<file path="src/rtl/ovsf_pkg.sv">
// rtl/ovsf_pkg.sv - shared OVSF spreading-factor constants and code helpers
// Used by both the receive despreader and the transmit code generator.
package ovsf_pkg;

  localparam logic [2:0] SF4_IDX   = 3'd0;
  localparam logic [2:0] SF8_IDX   = 3'd1;
  localparam logic [2:0] SF16_IDX  = 3'd2;
  localparam logic [2:0] SF32_IDX  = 3'd3;
  localparam logic [2:0] SF64_IDX  = 3'd4;
  localparam logic [2:0] SF128_IDX = 3'd5;
  localparam logic [2:0] SF256_IDX = 3'd6;
  localparam logic [2:0] SF512_IDX = 3'd7;

  typedef enum logic {
    ST_IDLE = 1'b0,
    ST_RUN  = 1'b1
  } desp_state_t;

  function automatic logic [9:0] sf_len(input logic [2:0] sf);
    return 10'd4 << sf;
  endfunction

  function automatic logic [8:0] sf_last(input logic [2:0] sf);
    logic [9:0] len_m1;
    len_m1 = sf_len(sf) - 10'd1;
    return len_m1[8:0];
  endfunction

  // Reverse all 9 bits, then shift down so only k[sf+1:0] survives, reversed over sf+2 bits.
  function automatic logic [8:0] ovsf_bitrev(input logic [8:0] k, input logic [2:0] sf);
    logic [8:0] rev9;
    for (int i = 0; i < 9; i++) begin
      rev9[i] = k[8-i];
    end
    return rev9 >> (3'd7 - sf);
  endfunction

endpackage

</file>
<file path="src/rtl/ovsf_code_bit.sv">
// rtl/ovsf_code_bit.sv - combinational OVSF code bit c(n) for a given (sf, k)
// c=1 means the chip is multiplied by -1.
module ovsf_code_bit
  import ovsf_pkg::*;
(
  input  logic [2:0] sf,
  input  logic [8:0] k,
  input  logic [8:0] n,
  output logic       c
);

  assign c = ^(ovsf_bitrev(k, sf) & n);

endmodule

</file>
<file path="src/rtl/ovsf_despreader.sv">
// rtl/ovsf_despreader.sv - correlates signed chips against an OVSF code, one sum per SF chips
// Holds the FSM, chip counter, config latch, accumulator and registered outputs.
module ovsf_despreader
  import ovsf_pkg::*;
#(
  parameter int CHIP_W = 8,
  parameter int ACC_W  = CHIP_W + 10
) (
  input  logic              clk,
  input  logic              reset,
  input  logic [2:0]        sf,
  input  logic [8:0]        k,
  input  logic              chip_valid,
  input  logic [CHIP_W-1:0] chip_in,
  input  logic              sync,
  output logic              sym_valid,
  output logic [ACC_W-1:0]  sym_data,
  output logic              sym_abort,
  output logic              busy
);

  desp_state_t state, state_next;

  logic        accept;
  logic        chip0;
  logic        abort;
  logic        last;
  logic        code;
  logic [8:0]  n;
  logic [8:0]  n_eff;
  logic [8:0]  n_next;
  logic [2:0]  sf_q;
  logic [8:0]  k_q;

  logic signed [ACC_W-1:0] acc;
  logic signed [ACC_W-1:0] acc_next;
  logic signed [ACC_W-1:0] chip_ext;
  logic signed [ACC_W-1:0] term;

  always_ff @(posedge clk) begin
    if (reset) begin
      state <= ST_IDLE;
    end else begin
      state <= state_next;
    end
  end

  // A sync chip always restarts the symbol; in RUN a non-zero count means a partial is dropped.
  always_comb begin
    state_next = state;
    accept     = 1'b0;
    chip0      = 1'b0;
    abort      = 1'b0;
    case (state)
      ST_IDLE: begin
        if (chip_valid && sync) begin
          state_next = ST_RUN;
          accept     = 1'b1;
          chip0      = 1'b1;
        end
      end
      ST_RUN: begin
        if (chip_valid) begin
          accept = 1'b1;
          chip0  = sync || (n == 9'd0);
          abort  = sync && (n != 9'd0);
        end
      end
      default: state_next = ST_IDLE;
    endcase
  end

  assign busy = (state == ST_RUN);

  // Chip 0 always has c=0, so the stale latched config is harmless on that chip.
  ovsf_code_bit u_code_bit (
    .sf (sf_q),
    .k  (k_q),
    .n  (n_eff),
    .c  (code)
  );

  always_comb begin
    n_eff    = chip0 ? 9'd0 : n;
    last     = !chip0 && (n == sf_last(sf_q));
    chip_ext = {{(ACC_W-CHIP_W){chip_in[CHIP_W-1]}}, chip_in};
    term     = code ? -chip_ext : chip_ext;
    acc_next = chip0 ? term : acc + term;
    n_next   = last ? 9'd0 : n_eff + 9'd1;
  end

  always_ff @(posedge clk) begin
    if (reset) begin
      n         <= 9'd0;
      acc       <= '0;
      sf_q      <= SF4_IDX;
      k_q       <= 9'd0;
      sym_valid <= 1'b0;
      sym_abort <= 1'b0;
      sym_data  <= '0;
    end else begin
      sym_valid <= 1'b0;
      sym_abort <= abort;
      if (accept) begin
        n   <= n_next;
        acc <= acc_next;
        if (chip0) begin
          sf_q <= sf;
          k_q  <= k;
        end
        if (last) begin
          sym_valid <= 1'b1;
          sym_data  <= acc_next;
        end
      end
    end
  end

endmodule

</file>
<file path="config.mk">
export PLATFORM = sky130hd
export DESIGN_NAME = ovsf_despreader
export DESIGN_NICKNAME = d
export VERILOG_FILES = /design/src/rtl/ovsf_pkg.sv /design/src/rtl/ovsf_code_bit.sv /design/src/rtl/ovsf_despreader.sv
export SDC_FILE = /design/constraint.sdc
export NUM_CORES = 1
export LEC_CHECK = 0
export ABC_AREA = 1
export ABC_CLOCK_PERIOD_IN_PS = 4890
export CAP_MARGIN = 20
export CORE_MARGIN = 8
export CORE_UTILIZATION = 58
export DETAILED_ROUTE_END_ITERATION = 12
export HOLD_SLACK_MARGIN = 0.03
export PLACE_DENSITY = 0.84
export SLEW_MARGIN = 15
export SYNTH_ARGS = -nofsm -noshare
export SYNTH_HDL_FRONTEND = slang
export SYNTH_HIERARCHICAL = 1
export SYNTH_SLANG_ARGS = --single-unit
</file>
<file path="constraint.sdc">
create_clock -name clk -period 4.89 [get_ports clk]
set_clock_uncertainty 0.15 [all_clocks]
set_input_delay 0.489 -clock clk [delete_from_list [all_inputs] [get_ports clk]]
set_output_delay 0.489 -clock clk [all_outputs]
set_load 0.02 [all_outputs]
</file>
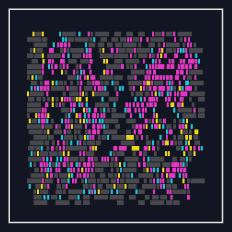
(run_1/gates.png)
Scale: 2 px per um.
[nor cells] yellow | cells: 79 | most used: nor2_1
[nand cells] magenta | cells: 304 | most used: nand2_1
[inv cells] cyan | cells: 110 | most used: inv_1 | where: all over the die

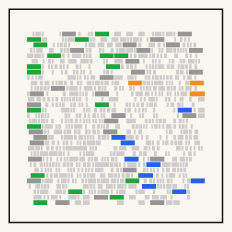
(run_1/ff_map.png)
Scale: 2 px per um. Other sequential cells in the stronger gray, the rest of the logic in the fainter gray.
[sym_data] green | flops: 18
[sf_q] orange | flops: 3
[n] blue | flops: 9
not colored: 30
core utilization of the finished layout: 68.8%
combined flip-flop and latch cell area: 1200 um2
seq pwr: 0.539 mW

==> results.cfg, run 1 <==
; flow metrics
[yosys]
yosys_chip_area_um2 = 4680
fp_nets = 801
distinct_cell_type_count_after_synthesis = 41
synth-async-reset-ratio_pct = 0
synth.avg_cell_area_um2 = 6.20
post_synth_instance_area_um2 = 4680
main_flop_type_after_synthesis = sky130_fd_sc_hd__dfxtp_1
synth.area.top_cells = sky130_fd_sc_hd__dfxtp_1, sky130_fd_sc_hd__nand2_1, sky130_fd_sc_hd__inv_1
yosys.stat.seqShare_pct = 25.7
top_cells_by_count = sky130_fd_sc_hd__nand2_1, sky130_fd_sc_hd__inv_1, sky130_fd_sc_hd__nor2_1
synth.top_cell.area_share_pct = 25.7
postSynthRegisterBits = 60
yosysMostFrequentCell = sky130_fd_sc_hd__nand2_1

[worst_setup_path]
setup.worst_path.start_class = register
criticalPathCategory = reg -> reg
worstReg2RegStart = n[6]
critical_path.top_delay_family = simple AND/OR/NAND/NOR gates
arrival_ns = 4.52
worst_path_cell_with_the_longest_stage_delay = sky130_fd_sc_hd__dfxtp_1
timing.critical_path.slowest_cell_delay_ns = 0.46

[placed_design]
routabilityCongestion = 0.939
placed_cells = 883
detailedPlacementHpwl_um = 9790

[die]
core-area_um2 = 7770
die_x_um = 106
die_height_um = 106
fp-utilization_pct = 60.3
design.portCount = 45
fp.dieArea_um2 = 11200

[outcome]
run_status = finished clean

[clocking]
cts_num_sinks = 60
clock-root-buffer = sky130_fd_sc_hd__clkbuf_8
cts_tree = built
h-tree-depth = 3
clk_pin_slew_worst_paths_ns = 0.07
clkLatencyLatePin_ns = 0.35

[timing]
grt_setup_unrepaired = no
final_min_period_over_clock_period_pct = 90.4
worst_pin_slew_ns = 1.05
finalSetupTns_ns = 0
timing.final.hold_violations = 0
finalCriticalPeriod_ns = 4.42
max-slew-margin-rel_pct = 30.0

[finish]
drive_gt1_share_pct = 9.56
final_cell_count_no_fill = 897
comb_area_um2 = 2920
antenna_cells = 0

[power]
pwr_density_cell_nw_per_um2 = 263
total_leakage_power_nw = 2.58
vdd_drop_max_uv = 182

[global_routing]
grt_max_degree = 33
grt_remaining_overflow = 0
first_pass_grt_wire_length_um = 22300
number_of_global_route_vias_before_repair = 4830
number_of_antenna_violations_at_the_first_check_in_global_routing = 0

[detailed_routing]
drt_drc_violations_left = 0
drtIter0Drc = 269
routed_wirelength_um = 13400
post_drt_via_cell_ratio = 5.62
detailedRoute.firstPassIterationCount = 5
antenna_left = 0
vias = 5042

[hold_path]
holdCritPathClass = reg -> reg
hold_path_startpoint = sym_data[4]

[flow_run]
stage_log_warnings = 26
maxCapViolations = 0
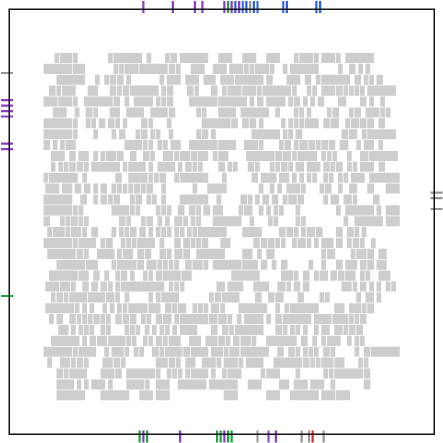
(run_1/pinout.png)
Scale: 4 px per um. Pins as bars across the die edge, other pins in gray.
[sym_data] purple | pins: 18 | direction: output | edge: 7 top, 6 left, 5 bottom
[sync] red | pins: 1 | direction: input | edge: bottom
[k] blue | pins: 9 | direction: input | edge: top
[chip_in] green | pins: 8 | direction: input | edge: 6 bottom, 1 top, 1 left

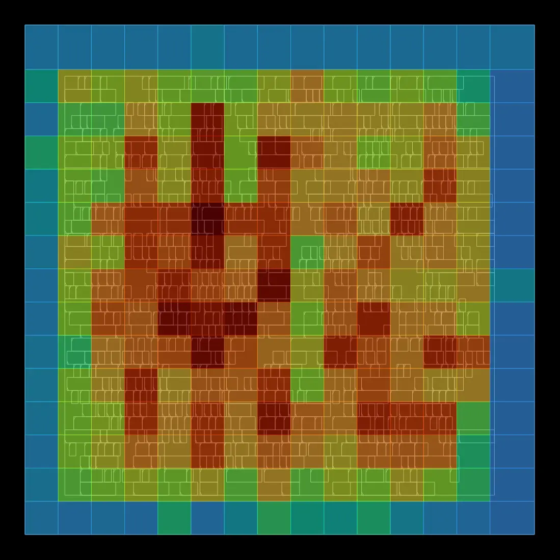
(run_1/congestion_map.png)
global routing usage summed across all routing layers: 24.1%
routed len/inst: 14.9 um

## run 1: sequential cells by signal, indices dropped and copies added, names as in the netlist
register	count
acc	18
busy	1
k_q	9
n	9
sf_q	3
sym_abort	1
sym_data	18
sym_valid	1
## run 1: cells in the final DEF (no fill, tap or decap), drive strengths merged, types with 4 or more instances in the layout
master,n
nand2,218
inv,109
nor2,76
nand3,71
dfxtp,60
a21oi,54
o21ai,50
clkdlybuf4s50,44
ha,21
o21bai,15
nand4,9
clkbuf,9
buf,8
xor2,7
nand3b,6
a211oi,5
o22ai,4
xnor2,4
## run 1: kinds of logic after synthesis
| logic type | synth area share [%] |
|---|---|
| buf+inv | 12.1 |
| xor+xnor | 2.06 |
| flops | 25.7 |
| compound gates | 18.0 |
| fa+ha+maj | 6.04 |
| simple gates | 36.1 |
## run 1: per-stage QoR
step	power, mW	util [%]	setup slack [ns]	instance area [um2]
floorplan	0.861	-	1.03	4680
global placement	0.956	66.4	0.335	5160
detailed placement	0.966	66.4	0.160	5160
CTS	1.40	68.7	0.476	5340
global route	1.49	68.8	0.125	5340
finish	1.40	68.8	0.468	5340
## run 1: power by group
group / leakage, nW / internal (mW) / switching (mW)
clock network: 0.0870 / 0.228 / 0.210
logic: 2.00 / 0.154 / 0.274
registers: 0.491 / 0.514 / 0.0252
## run 1: per-layer routing
| metal | GRT usage [%] | vias up | part of all wire [%] |
|---|---|---|---|
| met3 | 5.30 | 32 | 5.1 |
| met4 | 11.7 | 0 | 2.7 |
| met5 | 0 | - | 0 |
| met1 | 25.9 | 2332 | 41 |
| li1 | - | 2508 | - |
| met2 | 43.7 | 170 | 51 |
## run 1: final timing paths
check / endpoint / slack, ns / cells after the start
setup / recovery: acc[9] / 0.47 / 29
hold / removal: sym_data[4] / 0.32 / 2
hold reg to reg: sym_data[4] / 0.32 / 2
setup reg to reg: acc[9] / 0.47 / 29
## run 1: layout make-up
cell class	instances	area share [%]
flip-flops and latches	60	22.5
multi-input cells	559	54.6
repair buffers	52	9.37
inverters	110	7.78
clock inverters	5	1.03
clock buffers	9	2.32
well taps	102	2.39
## run 1: worst reg2reg max path: cells and delay by family (launching register included)
| kind | cells | cell delay [ns] |
|---|---|---|
| adders and majority gates | 1 | 0.34 |
| AOI/OAI and AO/OA | 4 | 0.82 |
| and+or+nand+nor | 17 | 1.79 |
| buffers and inverters | 6 | 0.46 |
| xor gates and xnor gates | 1 | 0.30 |
| DFF | 1 | 0.46 |
## run 1: timing repair
action | CTS | global route
setup buffers | 0 | 0
gates resized | 0 | 3
endpoints found under the hold margin | 0 | 0
setup endpoints to repair | 0 | 1
==> run 2, diff against run 1 <==
--- a/config.mk
+++ b/config.mk
@@ -7,7 +7,6 @@
 export LEC_CHECK = 0
 export ABC_AREA = 1
 export ABC_CLOCK_PERIOD_IN_PS = 4890
-export CAP_MARGIN = 20
 export CORE_MARGIN = 8
 export CORE_UTILIZATION = 58
 export DETAILED_ROUTE_END_ITERATION = 12
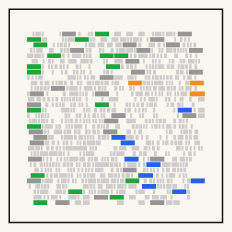
(run_2/ff_map.png)
Scale: 2 px per um. Other sequential cells in the stronger gray, the rest of the logic in the fainter gray.
[sf_q] orange | flops: 3
[sym_data] green | flops: 18
[n] blue | flops: 9

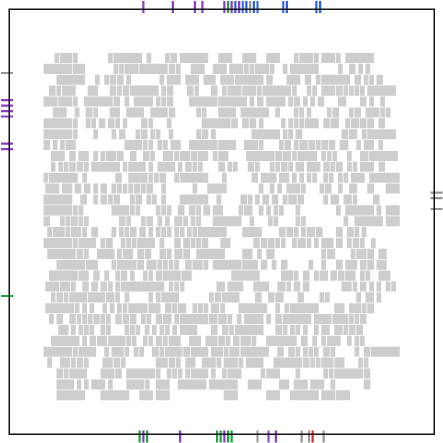
(run_2/pinout.png)
Scale: 4 px per um. Pins as bars across the die edge, other pins in gray.
[sym_data] purple | pins: 18 | direction: output | edge: 7 top, 6 left, 5 bottom
[k] blue | pins: 9 | direction: input | edge: top
[chip_in] green | pins: 8 | direction: input | edge: 6 bottom, 1 top, 1 left
[sync] red | pins: 1 | direction: input | edge: bottom

==> run 2 against run 1 <==
Clock power barely moved. Clock-buffer cell count is the same. Worst setup slack unchanged.
==> results.cfg, run 2 <==
; flow metrics
[clocking]
cts_tree = built
cts_num_sinks = 60
clk_pin_slew_worst_paths_ns = 0.07
h-tree-depth = 3
clkLatencyLatePin_ns = 0.35
clock-root-buffer = sky130_fd_sc_hd__clkbuf_8

[timing]
timing.final.hold_violations = 0
finalSetupTns_ns = 0
worst_pin_slew_ns = 1.05
finalCriticalPeriod_ns = 4.42
max-slew-margin-rel_pct = 30.0
worst_slack_ns = 0.468
final_min_period_over_clock_period_pct = 90.4

[finish]
drive_gt1_share_pct = 9.56
lay_top_count = sky130_fd_sc_hd__nand2_1
finalCoreUtilization_pct = 68.8
antenna_cells = 0
layout_top_cells = sky130_fd_sc_hd__nand2_1, sky130_fd_sc_hd__inv_1, sky130_fd_sc_hd__nor2_1
final_cell_count_no_fill = 897
reg.largest.list = acc: 18 flops, sym_data: 18 flops
fill_cells = 722

[yosys]
post_synth_instance_area_um2 = 4680
synth.avg_cell_area_um2 = 6.20
yosysMostFrequentCell = sky130_fd_sc_hd__nand2_1
yosys.stat.seqShare_pct = 25.7
synth.top_cell.area_share_pct = 25.7
postSynthRegisterBits = 60
synth-async-reset-ratio_pct = 0
fp_nets = 801
top_cells_by_count = sky130_fd_sc_hd__nand2_1, sky130_fd_sc_hd__inv_1, sky130_fd_sc_hd__nor2_1
synth.area.top_cells = sky130_fd_sc_hd__dfxtp_1, sky130_fd_sc_hd__nand2_1, sky130_fd_sc_hd__inv_1
main_flop_type_after_synthesis = sky130_fd_sc_hd__dfxtp_1

[power]
pwr_density_cell_nw_per_um2 = 263
total_leakage_power_nw = 2.58
power.total_mw = 1.40

[detailed_routing]
drt_drc_violations_left = 0
detailedRoute.firstPassIterationCount = 5
post_drt_via_cell_ratio = 5.62
drtIter0Drc = 269
detail_route.wl_per_cell_um = 14.9
vias = 5042
routed_wirelength_um = 13400
antenna_left = 0

[worst_setup_path]
worst_path_cell_with_the_longest_stage_delay = sky130_fd_sc_hd__dfxtp_1
criticalPathCategory = reg -> reg
critical_path.top_delay_family = simple AND/OR/NAND/NOR gates
cp.buffers_inverters = 6
arrival_ns = 4.52
timing.critical_path.slowest_cell_delay_ns = 0.46
setup.worst_path.start_class = register

[hold_path]
holdCritPathClass = reg -> reg

[die]
fp-utilization_pct = 60.3
fp.dieArea_um2 = 11200
core-area_um2 = 7770
die_height_um = 106
design.portCount = 45
die_x_um = 106

[global_routing]
first_pass_grt_wire_length_um = 22300
number_of_global_route_vias_before_repair = 4830
grt_remaining_overflow = 0
number_of_antenna_violations_at_the_first_check_in_global_routing = 0
globalRouteTotalUtil_pct = 24.1
grt_max_degree = 33

[placed_design]
placed_cells = 883
placed_cell_area_um2 = 5160
detailedPlacementHpwl_um = 9790
dp_worst_setup_slack_ns = 0.160
routabilityCongestion = 0.939

[flow_run]
stage_log_warnings = 26

[outcome]
run_status = finished clean
==> run 2: layer usage <==
layer | share of wire, % | up-vias | wire (um) | GRT usage [%]
li1 | - | 2508 | - | -
met3 | 5.1 | 32 | 688 | 5.30
met2 | 51 | 170 | 6780 | 43.7
met4 | 2.7 | 0 | 367 | 11.7
met1 | 41 | 2332 | 5550 | 25.9
met5 | 0 | - | 0 | 0
==> run 2: area by class of cell <==
class                   count  area, um2  area share (%)
multi-input cells         559       2920            54.6
flip-flops and latches     60       1200            22.5
repair buffers             52        500            9.37
inverters                 110        415            7.78
well taps                 102        128            2.39
clock buffers               9        124            2.32
clock inverters             5       55.1            1.03
==> run 2: final timing paths <==
check	end	startpoint	slack [ns]	cells after the start
worst max register to register	acc[9]	n[6]	0.47	29
worst min register to register	sym_data[4]	sym_data[4]	0.32	2
worst min-delay path	sym_data[4]	sym_data[4]	0.32	2
worst max-delay path	acc[9]	n[6]	0.47	29
==> run 2: report_power, final <==
part / switching (mW) / internal, mW / leakage (nW) / total (mW)
logic: 0.274 / 0.154 / 2.00 / 0.428
clock network: 0.210 / 0.228 / 0.0870 / 0.438
registers: 0.0252 / 0.514 / 0.491 / 0.539
==> run 2: repair_timing <==
action / in CTS / in global routing
resized: 0 / 3
hold endpoints to repair: 0 / 0
hold buffers: 0 / 0
buffers inserted: 0 / 0
endpoints found under the setup margin: 0 / 1
==> run 2: worst min-delay path, cell delays in order (launching register included) <==
cell,delay (ns)
sky130_fd_sc_hd__dfxtp_1,0.31
sky130_fd_sc_hd__inv_1,0.06
sky130_fd_sc_hd__a211oi_2,0.05
==> run 2: cells by family (layout without fill, tap and decap cells) <==
kind of cell	count (synthesis)	in the layout	synth area share, %
AOI/OAI and AO/OA	141	141	18.0
xor gates and xnor gates	11	11	2.06
adders and majority gates	22	22	6.04
buffers and inverters	136	176	12.1
DFF	60	60	25.7
and+or+nand+nor	385	385	36.1
==> run 3, diff against run 2 <==
--- a/config.mk
+++ b/config.mk
@@ -17,3 +17,4 @@
 export SYNTH_HDL_FRONTEND = slang
 export SYNTH_HIERARCHICAL = 1
 export SYNTH_SLANG_ARGS = --single-unit
+export TNS_END_PERCENT = 30
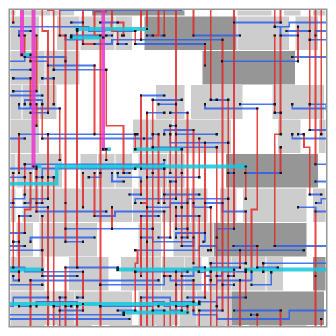
(run_3/closeup.png)
Region (40, 19) to (65, 44) um. Cells in gray, sequential cells in the stronger gray; small squares are vias.
[M1] blue
[M3] cyan
[M4] magenta
[M2] red
most frequent: nand2_1 (12), o21ai_0 (6), ha_1 (6)
cells with their middle in the window: 59
sequential cells in the window: 5
netlist names of flops here include: n (3)

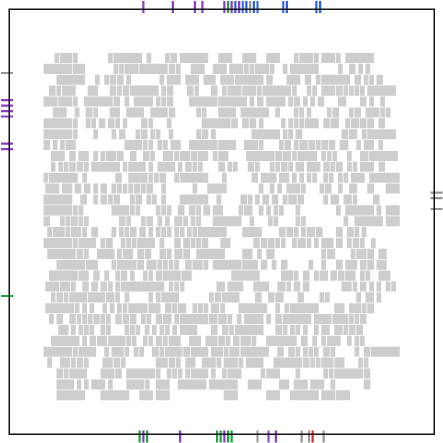
(run_3/pinout.png)
Scale: 4 px per um. Pins as bars across the die edge, other pins in gray.
[sync] red | pins: 1 | direction: input | edge: bottom
[sym_data] purple | pins: 18 | direction: output | edge: 7 top, 6 left, 5 bottom
[chip_in] green | pins: 8 | direction: input | edge: 6 bottom, 1 top, 1 left
[k] blue | pins: 9 | direction: input | edge: top
I/O Buffers: 44
Die X: 106 um
vertical die size: 106 um

==> run 3 against run 2 <==
Sequential share of layout area unchanged. Total power unchanged. Utilization unchanged. Global-route usage unchanged. Synthesized cell count unchanged. Critical path depth unchanged. Final area unchanged. Sequential power about the same. Clock power about the same. Via count unchanged. Maximum frequency unchanged. Non-clock buffer count unchanged. Critical path type unchanged. Critical endpoint unchanged.
==> results.cfg, run 3 <==
; flow metrics
[clocking]
clock-root-buffer = sky130_fd_sc_hd__clkbuf_8
cts.repair_timing.setup_buffer_count = 0
cts_tree = built
clk_pin_slew_worst_paths_ns = 0.07
cts_num_sinks = 60
clkLatencyLatePin_ns = 0.35
h-tree-depth = 3

[worst_setup_path]
timing.critical_path.slowest_cell_delay_ns = 0.46
criticalPathCategory = reg -> reg
critical_path.top_delay_family = simple AND/OR/NAND/NOR gates
worstReg2RegStart = n[6]
setup.worst_path.start_class = register
worst_path_cell_with_the_longest_stage_delay = sky130_fd_sc_hd__dfxtp_1
cp.buffers_inverters = 6
ff2ff_setup_slack_ns = 0.47
arrival_ns = 4.52
rr_endpoint = acc[9]
reg2reg_depth = 29

[hold_path]
holdCritPathClass = reg -> reg
worst_hold_path.num_cells = 2
hold_path_startpoint = sym_data[4]
holdPathEnd = sym_data[4]

[timing]
max-slew-margin-rel_pct = 30.0
finalCriticalPeriod_ns = 4.42
timing.final.hold_violations = 0
grt_setup_unrepaired = no
worst_pin_slew_ns = 1.05
final_min_period_over_clock_period_pct = 90.4
finalSetupTns_ns = 0

[global_routing]
number_of_global_route_vias_before_repair = 4830
globalRouteTotalUtil_pct = 24.1
number_of_antenna_violations_at_the_first_check_in_global_routing = 0
grt_remaining_overflow = 0
grt_max_degree = 33
first_pass_grt_wire_length_um = 22300

[outcome]
run_status = finished clean

[yosys]
yosysMostFrequentCell = sky130_fd_sc_hd__nand2_1
yosys_chip_area_um2 = 4680
top_cells_by_count = sky130_fd_sc_hd__nand2_1, sky130_fd_sc_hd__inv_1, sky130_fd_sc_hd__nor2_1
post_synth_instance_area_um2 = 4680
synth.top_cell.area_share_pct = 25.7
distinct_cell_type_count_after_synthesis = 41
yosys.stat.seqShare_pct = 25.7
synth-async-reset-ratio_pct = 0
postSynthRegisterBits = 60
synth.avg_cell_area_um2 = 6.20
warnings_synthesis = 6
main_flop_type_after_synthesis = sky130_fd_sc_hd__dfxtp_1
synth.area.top_cells = sky130_fd_sc_hd__dfxtp_1, sky130_fd_sc_hd__nand2_1, sky130_fd_sc_hd__inv_1
fp_nets = 801

[finish]
antenna_cells = 0
reg.largest.list = acc: 18 flops, sym_data: 18 flops
drive_gt1_share_pct = 9.56
layout_top_cells = sky130_fd_sc_hd__nand2_1, sky130_fd_sc_hd__inv_1, sky130_fd_sc_hd__nor2_1
lay_top_count = sky130_fd_sc_hd__nand2_1

[power]
combinationalPowerShare_pct = 30.5
total_leakage_power_nw = 2.58
power.total_mw = 1.40
clockPowerShare_pct = 31.2
power_switching_mw = 0.510
pwr-share-seq_pct = 38.4
pwr_density_cell_nw_per_um2 = 263
switching_share_of_power_pct = 36.3
vdd_drop_max_uv = 182
p_int_mw = 0.895

[flow_run]
stage_log_warnings = 26
maxCapViolations = 0

[detailed_routing]
detail_route.wl_per_cell_um = 14.9
antenna_left = 0
post_drt_via_cell_ratio = 5.62
vias = 5042
drtIter0Drc = 269
routed_wirelength_um = 13400
detailedRoute.firstPassIterationCount = 5
drt_drc_violations_left = 0

[die]
core-area_um2 = 7770
design.portCount = 45
fp-utilization_pct = 60.3
fp.dieArea_um2 = 11200

[placed_design]
detailedPlacementHpwl_um = 9790
routabilityCongestion = 0.939
## run 3: cell counts after synthesis
Identical to the previous run, type by type.
## run 3: repair_timing
item,CTS,global route
hold buffers,0,0
resized,0,3
endpoints found under the setup margin,0,1
endpoints found under the hold margin,0,0
## run 3: cell type report
cell class | count | area, um2
inverters | 110 | 415
clock buffers | 9 | 124
flip-flops and latches | 60 | 1200
well taps | 102 | 128
fillers | 722 | 2430
multi-input cells | 559 | 2920
repair buffers | 52 | 500
clock inverters | 5 | 55.1
## run 3: routing by layer
metal	vias to the layer above	GRT usage (%)	wire length, um
li1	2508	-	-
met1	2332	25.9	5550
met2	170	43.7	6780
met3	32	5.30	688
met4	0	11.7	367
met5	-	0	0
## run 3: logic make-up after synthesis
kind of cell / synth area share, %
compound gates: 18.0
xor+xnor: 2.06
fa+ha+maj: 6.04
buf+inv: 12.1
flops: 25.7
simple gates: 36.1
## run 3: worst min-delay path, stage by stage, from the launching register on
cell and delay [ns]:
sky130_fd_sc_hd__dfxtp_1 0.31, sky130_fd_sc_hd__inv_1 0.06, sky130_fd_sc_hd__a211oi_2 0.05
## run 3: how the worst max path moves through the flow
stage	from	to	cells after the start
2_1_floorplan	n[4]	acc[10]	29
3_3_place_gp	chip_valid	acc[12]	29
3_5_place_dp	chip_valid	acc[12]	29
4_1_cts	n[6]	acc[12]	29
5_1_grt	n[6]	acc[12]	29
6_report	n[6]	acc[9]	29
## run 3: power groups by stage
| stage | registers, mW | clock network (mW) | logic (mW) |
|---|---|---|---|
| floorplan | 0.539 | 0 | 0.321 |
| CTS | 0.538 | 0.441 | 0.419 |
| detailed placement | 0.549 | 0 | 0.417 |
| finish | 0.539 | 0.438 | 0.428 |
| global placement | 0.548 | 0 | 0.408 |
| global route | 0.542 | 0.467 | 0.480 |
## run 3: per-stage QoR
step / cell area (um2) / utilization (%) / worst slack [ns] / std cells
2_1_floorplan: 4680 / - / 1.03 / 755
3_3_place_gp: 5160 / 66.4 / 0.335 / 883
3_5_place_dp: 5160 / 66.4 / 0.160 / 883
4_1_cts: 5340 / 68.7 / 0.476 / 897
5_1_grt: 5340 / 68.8 / 0.125 / 897
6_report: 5340 / 68.8 / 0.468 / 897
Power is estimated from default activity; no workload was simulated.
